**config.mk**
```make
export PLATFORM = sky130hd
export DESIGN_NAME = nota_scroll_scheduler
export DESIGN_NICKNAME = d
export VERILOG_FILES = /design/src/rtl/nota_scroll_scheduler.sv
export SDC_FILE = /design/constraint.sdc
export NUM_CORES = 1
export LEC_CHECK = 0
export ABC_AREA = 1
export CELL_PAD_IN_SITES_DETAIL_PLACEMENT = 0
export CELL_PAD_IN_SITES_GLOBAL_PLACEMENT = 1
export CORE_AREA = 2 2 76 78
export DETAILED_ROUTE_END_ITERATION = 6
export DIE_AREA = 0 0 78 80
export GPL_TIMING_DRIVEN = 0
export HOLD_SLACK_MARGIN = 0.15
export PLACE_DENSITY = 0.88
export SLEW_MARGIN = 20
export SYNTH_ARGS = -nofsm -noshare
export SYNTH_HDL_FRONTEND = slang
export SYNTH_SLANG_ARGS = --single-unit
```
**constraint.sdc**
```tcl
create_clock -name clock -period 4 [get_ports clock]
set_input_delay 0.6 -clock clock [delete_from_list [all_inputs] [get_ports clock]]
set_output_delay 0.6 -clock clock [all_outputs]
set_load 0.05 [all_outputs]
```
**src/rtl/nota_scroll_scheduler.sv**
```systemverilog
// nota_scroll_scheduler
//
// Queues newly detected notes and paces the left scroll of the note display so
// that every accepted note yields exactly STEPS scroll strobes, one per frame
// tick. Notes that arrive while a scroll is running wait in a small FIFO.
//
// Ports:
//   clock               system clock, rising edge
//   reset               synchronous, active-high; clears all state
//   notaActual          current decoded note (level, may hold many cycles)
//   tick                one-cycle frame-rate pacing strobe
//   movimientoIzquierda one-cycle scroll-left strobe to the display shifter
//   nota_out            note currently being scrolled, held until next pop
//   nota_load           one-cycle strobe: nota_out just took a new note
//   fifo_count          notes waiting in the FIFO (0..DEPTH)
//   overflow            sticky: a note was dropped on a full FIFO
module nota_scroll_scheduler #(
    parameter int unsigned THRESH = 14,
    parameter int unsigned DEPTH  = 4,
    parameter int unsigned STEPS  = 8
) (
    input  logic                   clock,
    input  logic                   reset,
    input  logic [5:0]             notaActual,
    input  logic                   tick,
    output logic                   movimientoIzquierda,
    output logic [5:0]             nota_out,
    output logic                   nota_load,
    output logic [$clog2(DEPTH):0] fifo_count,
    output logic                   overflow
);

    localparam int unsigned PW = $clog2(DEPTH);
    localparam int unsigned CW = PW + 1;

    localparam logic [5:0]    thresh_v  = 6'(THRESH);
    localparam logic [CW-1:0] depth_v   = CW'(DEPTH);
    localparam logic [7:0]    last_step = 8'(STEPS - 1);

    typedef enum logic {
        st_idle,
        st_shift
    } state_t;

    state_t        state_q, state_d;
    logic [7:0]    step_q, step_d;

    logic [5:0]    mem [DEPTH];
    logic [PW-1:0] wr_ptr, rd_ptr;

    logic [5:0]    last_note;
    logic          last_valid;

    logic          new_note, full, empty, pop, push, drop;

    logic          mov_d, load_d, overflow_d;
    logic [5:0]    nota_out_d;
    logic [CW-1:0] count_d;

    // Capture and FIFO handshake decode
    always_comb begin
        // A note counts as new only on a change of value, so a held level is
        // pushed (or dropped) once and never retried.
        new_note = (notaActual > thresh_v) && (!last_valid || (notaActual != last_note));
        full     = (fifo_count == depth_v);
        empty    = (fifo_count == '0);
        pop      = (state_q == st_idle) && !empty;
        // A same-edge pop frees a slot, so a push into a full FIFO still fits.
        push     = new_note && (!full || pop);
        drop     = new_note && full && !pop;
    end

    // Scroll FSM next state and registered-output next values
    always_comb begin
        state_d    = state_q;
        step_d     = step_q;
        mov_d      = 1'b0;
        load_d     = 1'b0;
        nota_out_d = nota_out;

        case (state_q)
            st_idle: begin
                // tick is deliberately ignored here: strobes only belong to a note.
                if (pop) begin
                    nota_out_d = mem[rd_ptr];
                    load_d     = 1'b1;
                    step_d     = '0;
                    state_d    = st_shift;
                end
            end
            st_shift: begin
                if (tick) begin
                    mov_d  = 1'b1;
                    step_d = step_q + 8'd1;
                    if (step_q == last_step) begin
                        state_d = st_idle;
                    end
                end
            end
            default: state_d = st_idle;
        endcase
    end

    // Occupancy and sticky overflow
    always_comb begin
        count_d = fifo_count;
        if (push && !pop) begin
            count_d = fifo_count + CW'(1);
        end else if (pop && !push) begin
            count_d = fifo_count - CW'(1);
        end
        overflow_d = overflow | drop;
    end

    always_ff @(posedge clock) begin
        if (reset) begin
            state_q             <= st_idle;
            step_q              <= '0;
            wr_ptr              <= '0;
            rd_ptr              <= '0;
            last_note           <= '0;
            last_valid          <= 1'b0;
            movimientoIzquierda <= 1'b0;
            nota_load           <= 1'b0;
            nota_out            <= '0;
            fifo_count          <= '0;
            overflow            <= 1'b0;
        end else begin
            state_q             <= state_d;
            step_q              <= step_d;
            movimientoIzquierda <= mov_d;
            nota_load           <= load_d;
            nota_out            <= nota_out_d;
            fifo_count          <= count_d;
            overflow            <= overflow_d;
            if (new_note) begin
                last_note  <= notaActual;
                last_valid <= 1'b1;
            end
            // DEPTH is a power of two, so pointers wrap naturally.
            if (push) begin
                wr_ptr <= wr_ptr + PW'(1);
            end
            if (pop) begin
                rd_ptr <= rd_ptr + PW'(1);
            end
        end
    end

    // Storage needs no reset: occupancy and pointers define what is valid.
    always_ff @(posedge clock) begin
        if (!reset && push) begin
            mem[wr_ptr] <= notaActual;
        end
    end

endmodule
```
Figure 1. Met2 routing (run 1).
The bar under the picture is 20 um long.
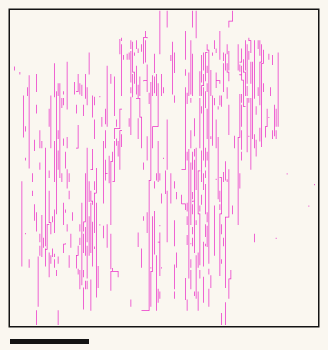
longest straight run	54.1 um
nets with wire on the layer	234

Figure 2. Wiring by layer (run 1).
The bar under the picture is 20 um long. Only two layers are drawn.
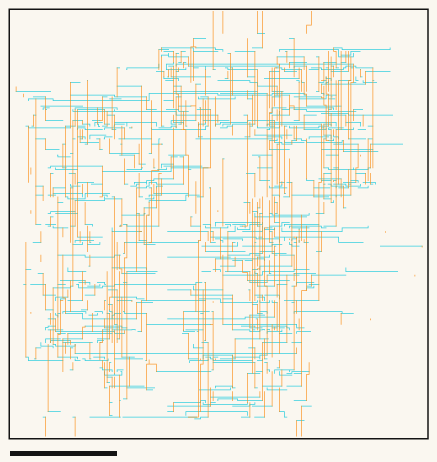
layer	colour	wire length
M2	orange	2170 um
M1	cyan	2150 um

Figure 3. M3 wires (run 1).
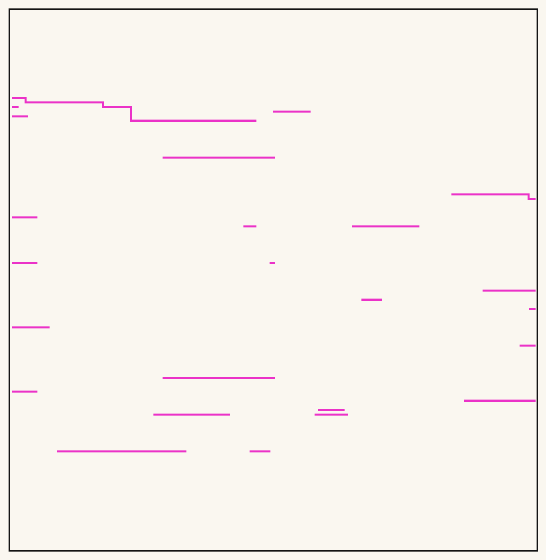
share of all routed wire	4.0%
longest straight run	18.9 um
nets with wire on the layer	20
wire length on this layer	184 um
WL final: 4560 um
met3 Use GR: 4.07%
DR vias: 1830

Figure 4. Clock wiring as the flow saved it (run 1).
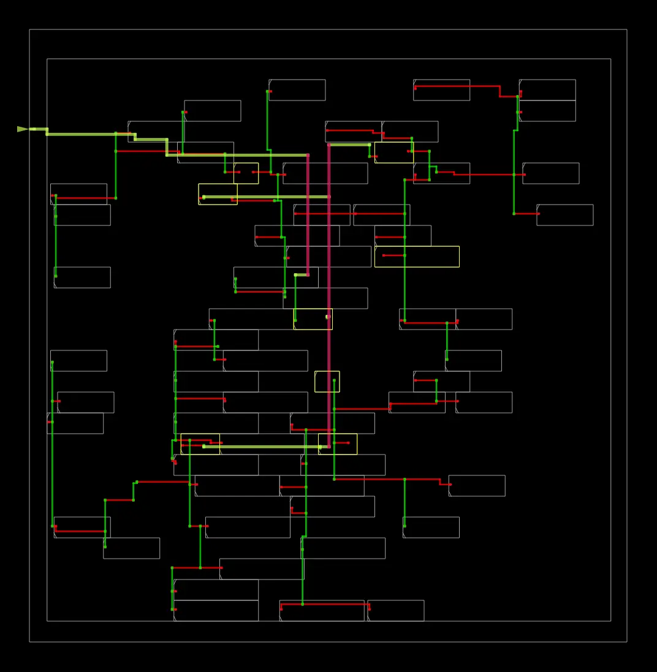
CTS Buf Count: 5
Clock Skew: 0.00563 ns
clock group power: 377 uW

==> metrics.cfg, run 1 <==
[clock_tree]
htreeDepth = 2
postCtsHoldBufs = 0
clk_latency_ns = 0.31
tritoncts = done
cts-root-buf = clkbuf_8
clockBufferDepth = 2
cts_setup_buffers = 0

[power_and_ir_drop]
ir_drop_v = 0.000265
p_leak_nw = 1.16
switching_power_uw = 714
powerDensity_nw_per_um2 = 640
p_sw_share_pct = 39.2
pwr-share-comb_pct = 37.7

[flow_run]
maxCapViolCount = 0
warning_count = 29

[finish]
antenna_cells = 0
fin_cells = 376
post-route-util_pct = 52.6
area_growth_pct = 16.2

[synth]
ys.flops = 56
synth_nets = 293
top_cell = nor2_1
avgSynthCellArea_um2 = 8.84
top_area_share_pct = 29.4
syn_inst = 277
synthFlopType = dfxtp_1
async_flop_share_pct = 0
yosys_area_um2 = 2450
ys_types = 29
synth_top_cell_by_area = edfxtp_1
ys_cells = 277
syn_area_um2 = 2450

[worst_setup_path]
timing.rr.start = last_note[1]
arrival_ns = 2.95
cp_slowest_stage_delay_ns = 0.62
r2r-end = fifo_count[2]
worstSetupPathType = in2reg
crit_family = buffers and inverters
crit_start = notaActual[1]
end_kind = flip-flop
worst-path-buf-inv = 3
r2r_slack_ns = 1.85

[final_timing]
setup_tns_ns = 0
holdWs_ns = 0.457
worst-slew-pin-transition_ns = 0.591
finalMaxSlewViolations = 0
period_needed_ns = 2.74
hold_viol_final = 0
timing.final.crit_share_pct = 68.6

[route]
drtIter0Drc = 103
drcViolationCount = 0
vias_per_cell = 4.87

[worst_hold_path]
hp-class = reg2reg
hold_end = overflow

[grt]
grt_max_degree = 19
antenna_found_initial = 0
grt_first_pass_wirelength_um = 7800

[floorplan]
die_x_um = 78
die_h_um = 80
core_area_um2 = 5410

[placed_design]
dp_cells = 368

[run_status]
outcome = finished, final reports clean

==> run 1: cell families after synthesis <==
| group | Yosys count | share of synthesized area [%] |
|---|---|---|
| xor+xnor | 1 | 0.358 |
| buf+inv | 46 | 7.66 |
| simple gates | 108 | 19.3 |
| fa+ha+maj | 7 | 3.88 |
| compound gates | 59 | 13.2 |
| flops | 56 | 55.6 |
==> run 1: routing by layer <==
metal	GRT usage (%)	up-vias	part of all wire (%)
met4	5.26	0	1.2
met2	27.6	32	48
met1	19.6	835	47
met3	4.07	6	4.0
li1	-	957	-
met5	0	-	0
==> run 1: through the flow <==
| step | setup slack (ns) | instance area (um^2) |
|---|---|---|
| after detailed placement | 0.900 | 2730 |
| after global routing | 1.09 | 2850 |
| after CTS | 1.25 | 2850 |
| after floorplan | 1.76 | 2450 |
| final | 1.26 | 2850 |
| after global placement | 0.975 | 2730 |
==> run 1: power groups by stage <==
| stage | registers (mW) | clock network, mW | logic (mW) |
|---|---|---|---|
| 4_1_cts | 0.759 | 0.384 | 0.688 |
| 6_report | 0.758 | 0.377 | 0.685 |
| 2_1_floorplan | 0.933 | 0 | 0.321 |
| 5_1_grt | 0.772 | 0.408 | 0.760 |
| 3_3_place_gp | 0.768 | 0 | 0.680 |
| 3_5_place_dp | 0.772 | 0 | 0.684 |
==> run 1: final cells by class <==
cell class | instances | area [um^2]
timing repair buffer | 19 | 190
clock buffer | 5 | 68.8
multi-input combinational | 175 | 900
buffer | 6 | 37.5
inverter | 40 | 150
tap | 72 | 90.1
clock inverter | 3 | 47.5
sequential | 56 | 1360
fill | 532 | 2560
==> run 1: layout by cell type, fill, tap and decap left out, types with 2 or more instances in the layout <==
cell             instances
nor2_2                   3
nand2_1                 35
ha_1                     6
nand2_2                  2
nand3_1                  8
clkdlybuf4s50_1         19
nand4_1                  4
nor2_1                  50
o21ai_0                 35
buf_2                    3
nand2_4                  2
edfxtp_1                24
a31oi_1                  6
a21oi_1                 14
clkbuf_8                 5
dfxtp_1                 32
inv_2                    5
clkinv_4                 2
inv_1                   35
==> run 1: worst min-delay path: cells and delay by family (launching register included) <==
family                 cells  cell delay [ns]
AOI/OAI and AO/OA          1             0.05
buffers and inverters      1             0.05
DFF                        1             0.32
==> run 1: how the worst max path moves through the flow <==
stage,depth (start not counted),slack [ns],end
floorplan,11,1.76,fifo_count[2]
global placement,12,0.98,fifo_count[2]
detailed placement,12,0.90,fifo_count[2]
CTS,12,1.25,fifo_count[2]
global route,12,1.09,fifo_count[2]
finish,12,1.26,fifo_count[2]
==> run 1: registers in the layout (all words and copies together) (netlist names) <==
signal / flops
step_q: 8
wr_ptr: 2
mem: 24
last_note: 6
rd_ptr: 2
nota_out: 6
movimientoIzquierda: 1
state_q: 1
last_valid: 1
overflow: 1
fifo_count: 3
nota_load: 1
==> run 2: changes to the inputs <==
--- a/config.mk
+++ b/config.mk
@@ -8,12 +8,12 @@
 export ABC_AREA = 1
 export CELL_PAD_IN_SITES_DETAIL_PLACEMENT = 0
 export CELL_PAD_IN_SITES_GLOBAL_PLACEMENT = 1
-export CORE_AREA = 2 2 76 78
+export CORE_AREA = 2 2 83 85
 export DETAILED_ROUTE_END_ITERATION = 6
-export DIE_AREA = 0 0 78 80
+export DIE_AREA = 0 0 85 87
 export GPL_TIMING_DRIVEN = 0
 export HOLD_SLACK_MARGIN = 0.15
-export PLACE_DENSITY = 0.88
+export PLACE_DENSITY = 0.79
 export SLEW_MARGIN = 20
 export SYNTH_ARGS = -nofsm -noshare
 export SYNTH_HDL_FRONTEND = slang
==> constraint.sdc (replaced) <==
create_clock -name clock -period 2.4 [get_ports clock]
set_input_delay 0.36 -clock clock [delete_from_list [all_inputs] [get_ports clock]]
set_output_delay 0.36 -clock clock [all_outputs]
set_load 0.05 [all_outputs]
Figure 5. Met2 routing (run 2).
The bar under the picture is 20 um long.
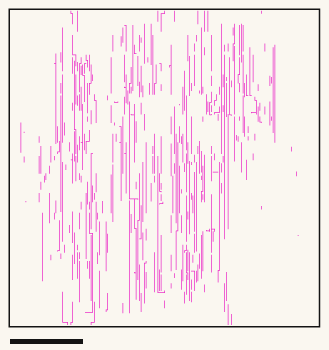
main direction	vertical
longest straight run	50.7 um
nets with wire on the layer	225
wire length on this layer	2390 um
share of all routed wire	49%
grt met2 use: 23.8%
WL final: 4830 um

Figure 6. Power grid (run 2).
The bar under the picture is 20 um long. Pins as bars on the die edge.
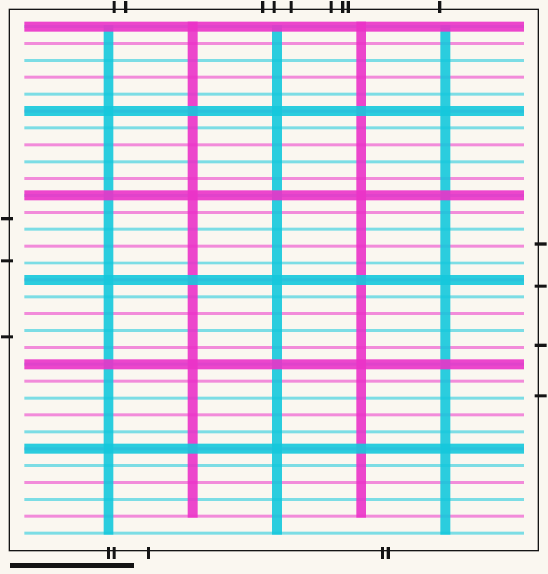
net	colour
VSS	cyan
VDD	magenta
signal pins	21
met5 straps	6
met4 straps	5

==> run 2 against run 1 <==
Effect of this change: synthesized area is the same; count of clock-buffer cells in the layout increased by 1; global-route usage decreased by 2.0 points; core utilization is 9.4 points lower.
==> metrics.cfg, run 2 <==
[run_status]
outcome = finished, final reports clean

[finish]
antenna_cells = 0  ; unchanged
fill_cells = 647  ; +22%
largest_register_ffs = 24  ; unchanged
most-common-layout-cells = 50 x nor2_1, 35 x inv_1, 35 x o21ai_0
reg_top3 = mem (24), step_q (8)
fin_cells = 384  ; +2.1%
drive_above_1_share_pct = 10.2
area_growth_pct = 16.0
nets = 319
layout_top_cell = nor2_1
regMostFlops = mem

[clock_tree]
clkTransAtPathRegs_ns = 0.10
numCtsBuffers = 5  ; unchanged
clk_latency_ns = 0.31  ; about the same
cts_num_sinks = 56
clockBufferDepth = 2  ; unchanged
tritoncts = done
htreeDepth = 2  ; unchanged
postCtsHoldBufs = 0  ; unchanged
cts-root-buf = clkbuf_8

[power_and_ir_drop]
pwr-share-clk_pct = 20.3
pwr-share-comb_pct = 37.8  ; about the same
powerDensity_nw_per_um2 = 1070  ; +67%
ir_drop_v = 0.000365  ; +37%
p_leak_nw = 1.17  ; +1.6%
switching_power_mw = 1.19  ; +67%
seq_power_share_pct = 41.8
p_int_mw = 1.84
p_sw_share_pct = 39.4  ; +0.18 points
totalPowerFinal_mw = 3.03

[worst_setup_path]
worstSetupPathType = in2reg
timing.rr.start = last_note[0]
critPathRequiredTime_ns = 2.61
crit_start = notaActual[5]
path_cells = dlygate4sd2_1 > inv_1 > nor2_1 > nor2_1 > nand2_1 > nor2_2 > nand2_4 > nand3_2 > inv_2 > ha_1 > inv_1 > fa_1 > a21oi_1 > o21ai_0 > o21ai_0 > a21oi_1
end_kind = flip-flop
crit_family = buffers and inverters
crit_fanout = 7
worst-path-buf-inv = 4  ; +1
cp-start-kind = input pin
cpMaxStageDelayCell = fa_1
cp_slowest_stage_delay_ns = 0.38  ; -0.24 ns
arrival_ns = 2.38  ; -0.57 ns

[floorplan]
die_x_um = 85  ; +9.0%
num_io_pins = 21
fp_util_pct = 37.3
die_h_um = 87  ; +8.8%
core_area_um2 = 6570  ; +22%
std_cell_rows = 30
chipArea_um2 = 7400

[synth]
avgSynthCellArea_um2 = 8.84  ; unchanged
ys_cells = 277  ; unchanged
ys_sh_xor_pct = 0.358  ; unchanged
top_cell = nor2_1
muxShareOfSynthArea_pct = 0  ; unchanged
yosys_area_um2 = 2450  ; unchanged
edf_count = 24
simple_gate_share_pct = 19.3  ; unchanged
top_area_share_pct = 29.4  ; unchanged
async_flop_share_pct = 0  ; unchanged
netlist_top_cells_area = edfxtp_1 29%, dfxtp_1 26%, nor2_1 7.7%, o21ai_0 7.2%, inv_1 5.4%
syn_inst = 277  ; unchanged
synth_top_cell_by_area = edfxtp_1
synth_seq_share_pct = 55.6
synthFlopType = dfxtp_1
aoi_share_pct = 13.2  ; unchanged
ys_types = 29  ; unchanged
ys_top_logic_family = simple AND/OR/NAND/NOR gates
ys_top_cells_by_count = 50 x nor2_1, 35 x inv_1, 35 x nand2_1, 35 x o21ai_0, 32 x dfxtp_1
ys_warn_count = 0
syn_area_um2 = 2450  ; unchanged
adder_share_pct = 3.88  ; unchanged
synth_nets = 293  ; unchanged
ys.flops = 56  ; unchanged

[grt]
grt_first_pass_wirelength_um = 8050  ; +3.2%
grt.overflow.total = 0
grt_use_total_pct = 14.0
grt_pass1_vias = 1725
antenna_found_initial = 0  ; unchanged
grt_max_degree = 17  ; -2

[placed_design]
dp.final_hpwl_um = 3460
portBuffers = 19
dp_cells = 376  ; +2.2%
place_congestion = 0.787

[final_timing]
finalMaxSlewViolations = 0  ; unchanged
rsz0062_at_grt = false
holdWs_ns = 0.344  ; -0.113 ns
timing.final.crit_share_pct = 90.7
hold_viol_final = 0  ; unchanged
setup_viol = 0
period_needed_ns = 2.18
fmax_mhz = 460
relSlewSlack_pct = 61.5
worst-slew-pin-transition_ns = 0.575  ; -0.0153 ns

[route]
wire_per_inst_um = 12.6
drt-pass1-iter-count = 4
vias = 1790  ; -2.2%
drcViolationCount = 0  ; unchanged
vias_per_cell = 4.66  ; -4.2%
drtAntennaViolNets = 0
drtIter0Drc = 139  ; +35%

[worst_hold_path]
hold_start = notaActual[0]
hp-class = in2reg

[flow_run]
warning_count = 29  ; unchanged
maxCapViolCount = 0  ; unchanged

Figure 7. Clock wiring as the flow saved it (run 2).
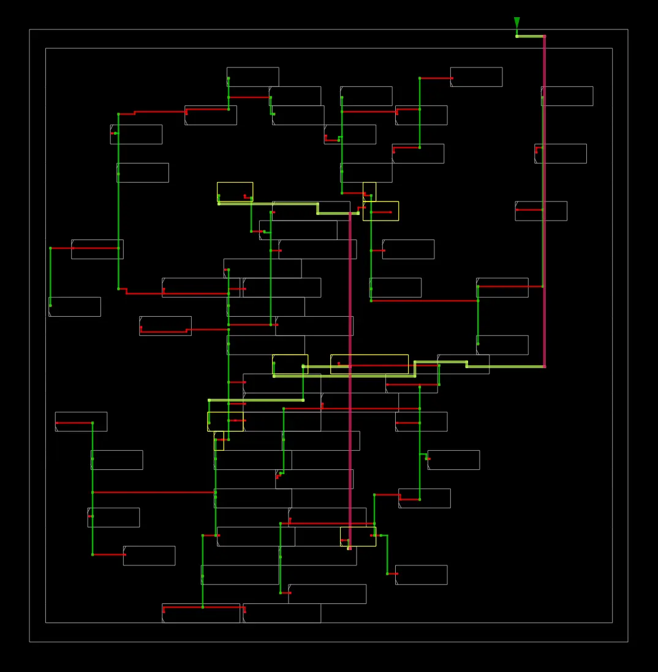
clock group power: 616 uW
Flops: 56
Clock Skew: 0.00396 ns

## run 2: cells by family (layout without fill, tap and decap cells)
group,count (synthesis),count (layout)
xor gates and xnor gates,1,1
AOI/OAI and AO/OA,59,59
and+or+nand+nor,108,108
DFF,56,56
adders and majority gates,7,7
buffers and inverters,46,73
## run 2: layer usage
metal,global-route usage (%),wire [um]
met1,16.9,2210
met2,23.8,2390
met3,3.51,140
met4,5.63,94
met5,0,0
## run 2: area by class of cell
type | count | area (um^2) | share of cell area (%)
repair buffers | 19 | 183 | 6.43
clock inverters | 2 | 35.0 | 1.23
multi-input cells | 175 | 902 | 31.7
plain buffers | 6 | 37.5 | 1.32
flip-flops and latches | 56 | 1360 | 47.9
clock buffers | 6 | 72.6 | 2.55
well taps | 80 | 100 | 3.52
inverters | 40 | 150 | 5.28
## run 2: path summary, 6_finish.rpt
| check | to | slack (ns) | depth (start not counted) |
|---|---|---|---|
| setup reg to reg | fifo_count[2] | 0.30 | 15 |
| hold reg to reg | overflow | 0.46 | 2 |
| setup / recovery | fifo_count[2] | 0.22 | 16 |
| hold / removal | mem[2][0] | 0.34 | 1 |
## run 2: power groups by stage
stage          clock network, mW  registers [mW]  logic (mW)
2_1_floorplan                  0            1.56       0.535
4_1_cts                    0.631            1.27        1.16
3_3_place_gp                   0            1.28        1.14
6_report                   0.616            1.27        1.15
3_5_place_dp                   0            1.29        1.16
5_1_grt                    0.665            1.29        1.28
## run 2: timing repair
item	CTS	global route
pin swaps	0	0
endpoints found under the setup margin	1	2
buffers inserted	0	0
gates resized	5	6
## run 2: metrics by stage
step | util (%) | cell area [um^2] | TNS (ns) | setup WS [ns]
after global routing | 43.3 | 2840 | 0 | 0.0124
after CTS | 43.3 | 2840 | 0 | 0.00836
final | 43.3 | 2840 | 0 | 0.224
after floorplan | - | 2450 | 0 | 0.162
after detailed placement | 41.7 | 2740 | -4.57 | -0.437
after global placement | 41.7 | 2740 | -3.23 | -0.377
==> run 3: changes to the inputs <==
--- a/config.mk
+++ b/config.mk
@@ -8,12 +8,12 @@
 export ABC_AREA = 1
 export CELL_PAD_IN_SITES_DETAIL_PLACEMENT = 0
 export CELL_PAD_IN_SITES_GLOBAL_PLACEMENT = 1
-export CORE_AREA = 2 2 83 85
+export CORE_AREA = 2 2 87 89
 export DETAILED_ROUTE_END_ITERATION = 6
-export DIE_AREA = 0 0 85 87
+export DIE_AREA = 0 0 89 91
 export GPL_TIMING_DRIVEN = 0
 export HOLD_SLACK_MARGIN = 0.15
-export PLACE_DENSITY = 0.79
+export PLACE_DENSITY = 0.74
 export SLEW_MARGIN = 20
 export SYNTH_ARGS = -nofsm -noshare
 export SYNTH_HDL_FRONTEND = slang
Figure 8. Met2 routing (run 3).
The bar under the picture is 20 um long.
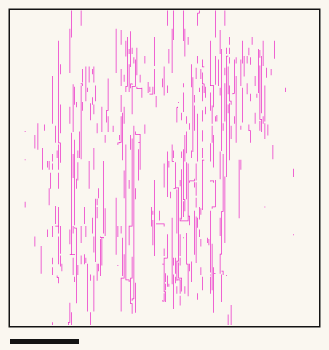
wire length on this layer	2150 um
main direction	vertical
grt met2 use: 19.8%
WL final: 4550 um
DR vias: 1757

Figure 9. Power grid (run 3).
The bar under the picture is 20 um long. Pins as bars on the die edge.
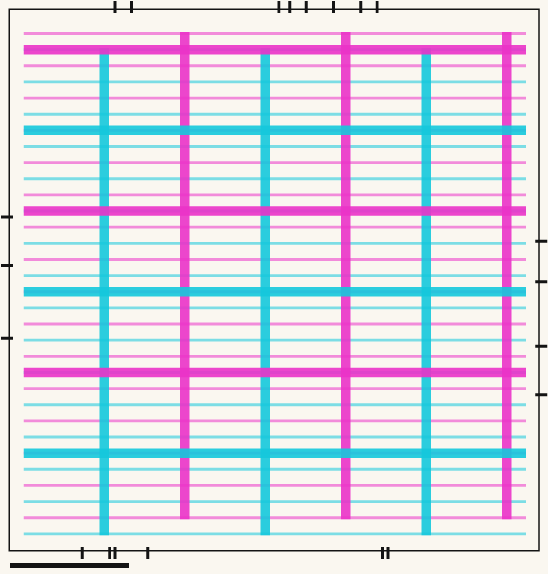
net	colour
VSS	cyan
VDD	magenta
rows	31
met5 straps	6
Peak VDD IR: 0.000265 V
Die Y: 91 um
core area: 7140 um^2

==> run 3 against run 2 <==
Effect of this change: worst hold slack better by 0.015 ns; synthesized cell count is the same; clock power fell by 15%; critical path type unchanged; largest cell class unchanged; critical endpoint unchanged; design area is 0.84% higher.
==> metrics.cfg, run 3 <==
[floorplan]
fp_util_pct = 34.3  ; -3.0 points
die_x_um = 89  ; +4.7%
std_cell_rows = 31  ; +3.3%
chipArea_um2 = 8100  ; +9.5%
num_io_pins = 21  ; unchanged

[finish]
drive_above_1_share_pct = 9.87  ; -0.33 points
design_area_um2 = 2870  ; +0.84%
area_growth_pct = 17.0
regMostFlops = mem
antenna_cells = 0  ; unchanged
nets = 319  ; unchanged
reg_top3 = mem (24), step_q (8)
layout_top_cell = nor2_1
largest_register_ffs = 24  ; unchanged
most-common-layout-cells = 50 x nor2_1, 35 x inv_1, 35 x o21ai_0

[placed_design]
portBuffers = 19  ; unchanged
place_congestion = 0.684  ; -13%
dp.final_hpwl_um = 3270  ; -5.7%
placed_area_um2 = 2760  ; +0.87%

[worst_hold_path]
hp-class = in2reg
hold_start = reset
whs_path_depth = 2  ; +1
hold_end = step_q[2]

[flow_run]
warning_count = 29  ; unchanged
maxCapViolCount = 0  ; unchanged

[synth]
ys_top_cells_by_count = 50 x nor2_1, 35 x inv_1, 35 x nand2_1, 35 x o21ai_0, 32 x dfxtp_1
aoi_share_pct = 13.2  ; unchanged
top_cell = nor2_1
ys.flops = 56  ; unchanged
synth_top_cell_by_area = edfxtp_1
synth_nets = 293  ; unchanged
avgSynthCellArea_um2 = 8.84  ; unchanged
syn_inst = 277  ; unchanged
ys_top_logic_family = simple AND/OR/NAND/NOR gates
ys_cells = 277  ; unchanged
ys_types = 29  ; unchanged
edf_count = 24  ; unchanged
simple_gate_share_pct = 19.3  ; unchanged
synth_seq_share_pct = 55.6  ; unchanged
synthFlopType = dfxtp_1
ys_sh_xor_pct = 0.358  ; unchanged
async_flop_share_pct = 0  ; unchanged
top_area_share_pct = 29.4  ; unchanged
yosys_area_um2 = 2450  ; unchanged
adder_share_pct = 3.88  ; unchanged
ys_warn_count = 0  ; unchanged
muxShareOfSynthArea_pct = 0  ; unchanged
syn_area_um2 = 2450  ; unchanged
netlist_top_cells_area = edfxtp_1 29%, dfxtp_1 26%, nor2_1 7.7%, o21ai_0 7.2%, inv_1 5.4%

[clock_tree]
clockBufferDepth = 2  ; unchanged
clk_latency_ns = 0.32  ; about the same
postCtsHoldBufs = 0  ; unchanged
clkTransAtPathRegs_ns = 0.10  ; about the same
tritoncts = done
cts-root-buf = clkbuf_8
numCtsBuffers = 5  ; unchanged
htreeDepth = 2  ; unchanged
cts_setup_buffers = 0  ; unchanged

[worst_setup_path]
path_cells = dlygate4sd2_1 > inv_1 > nor2_1 > nor2_1 > nand2_1 > nor2_2 > nand2_4 > nand3_2 > inv_2 > ha_1 > inv_1 > fa_1 > a21oi_1 > o21ai_0 > o21ai_0 > a21oi_1
r2r_slack_ns = 0.33  ; +0.03 ns
cpMaxStageDelayCell = fa_1
end_kind = flip-flop
critPathRequiredTime_ns = 2.61  ; about the same
cp-start-kind = input pin
rr_worst_depth = 16  ; +1
crit_fanout = 7  ; unchanged
crit_start = notaActual[5]
crit_family = buffers and inverters
timing.rr.start = last_note[1]
r2r-end = fifo_count[2]
worstSetupPathType = in2reg
worst-path-buf-inv = 4  ; unchanged
arrival_ns = 2.37  ; about the same
worst-path-stages = 16  ; unchanged
cp_slowest_stage_delay_ns = 0.37  ; about the same

[final_timing]
relSlewSlack_pct = 61.9  ; +0.40 points
rsz0062_at_grt = false
timing.final.crit_share_pct = 89.9  ; -0.75 points
worst-slew-pin-transition_ns = 0.569  ; -0.00598 ns
finalMaxSlewViolations = 0  ; unchanged
period_needed_ns = 2.16  ; -0.0179 ns
setup_viol = 0  ; unchanged
hold_viol_final = 0  ; unchanged
fmax_mhz = 463  ; +0.83%

[route]
wire_per_inst_um = 11.3  ; -10%
vias_per_cell = 4.36  ; -6.5%
drcViolationCount = 0  ; unchanged
drt-pass1-iter-count = 4  ; unchanged
drtAntennaViolNets = 0  ; unchanged
drtIter0Drc = 91  ; -35%

[grt]
grt_max_degree = 19  ; +2
grt_first_pass_wirelength_um = 7830  ; -2.7%
antenna_found_initial = 0  ; unchanged
grt.overflow.total = 0  ; unchanged
grt_pass1_vias = 1665  ; -3.5%
grt_use_total_pct = 12.5  ; -1.4 points

[power_and_ir_drop]
p_leak_nw = 1.18  ; +0.25%
totalPowerFinal_mw = 2.92  ; -3.5%
powerDensity_nw_per_um2 = 1020  ; -4.3%

[run_status]
outcome = finished, final reports clean

Figure 10. Clock wiring as the flow saved it (run 3).
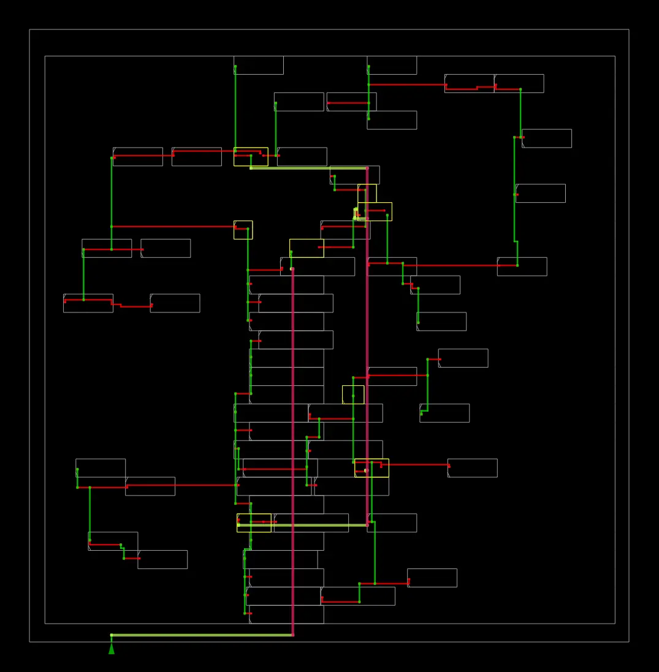
Clock Skew: 0.00772 ns
Sink Count: 56

## run 3: cell counts after synthesis
Identical to the previous run, type by type.
## run 3: power breakdown
| part | switching, mW | internal [mW] | total, mW | leakage, nW |
|---|---|---|---|---|
| Sequential | 0.110 | 1.15 | 1.26 | 0.483 |
| Combinational | 0.761 | 0.373 | 1.13 | 0.654 |
| Clock | 0.319 | 0.207 | 0.526 | 0.0404 |
| Total | 1.19 | 1.73 | 2.92 | 1.18 |
## run 3: logic make-up after synthesis
group                    after synthesis
AND-OR/OR-AND                         59
XOR/XNOR                               1
adder cells (fa/ha/maj)                7
buffers and inverters                 46
flip-flops                            56
AND/OR/NAND/NOR                      108
## run 3: layout make-up
type / instances / area, um^2
Clock buffer: 5 / 68.8
Multi-Input combinational cell: 175 / 902
Sequential cell: 56 / 1360
Buffer: 6 / 37.5
Inverter: 40 / 150
Fill cell: 737 / 4270
Tap cell: 99 / 124
Clock inverter: 3 / 23.8
Timing Repair Buffer: 19 / 198
## run 3: what timing repair did
action | CTS | global route
endpoints found under the hold margin | 0 | 0
endpoints found under the setup margin | 1 | 2
resized | 3 | 4
## run 3: how the worst max path moves through the flow
stage                                to  slack, ns
final                     fifo_count[2]       0.24
after global routing      fifo_count[2]      0.004
after CTS                 fifo_count[2]       0.02
after detailed placement  fifo_count[2]      -0.41
after global placement    fifo_count[2]      -0.40
after floorplan           fifo_count[2]       0.16
## run 3: per-layer routing
metal	global-route usage (%)	vias to the layer above	wire length (um)
li1	-	956	-
met5	0	-	0
met3	3.18	6	126
met4	5.97	0	107
met2	19.8	16	2150
met1	15.9	779	2170
## run 3: through the flow
step	utilization, %	setup WS, ns	cells	hold slack, ns	setup TNS, ns
after floorplan	-	0.162	277	0.442	0
after global placement	38.7	-0.405	395	0.444	-3.80
after detailed placement	38.7	-0.408	395	0.451	-3.61
after CTS	40.0	0.0154	403	0.363	0
after global routing	40.1	0.00437	403	0.374	0
final	40.1	0.242	403	0.359	0
No activity file was given, so power comes from the tool's default toggle rates.
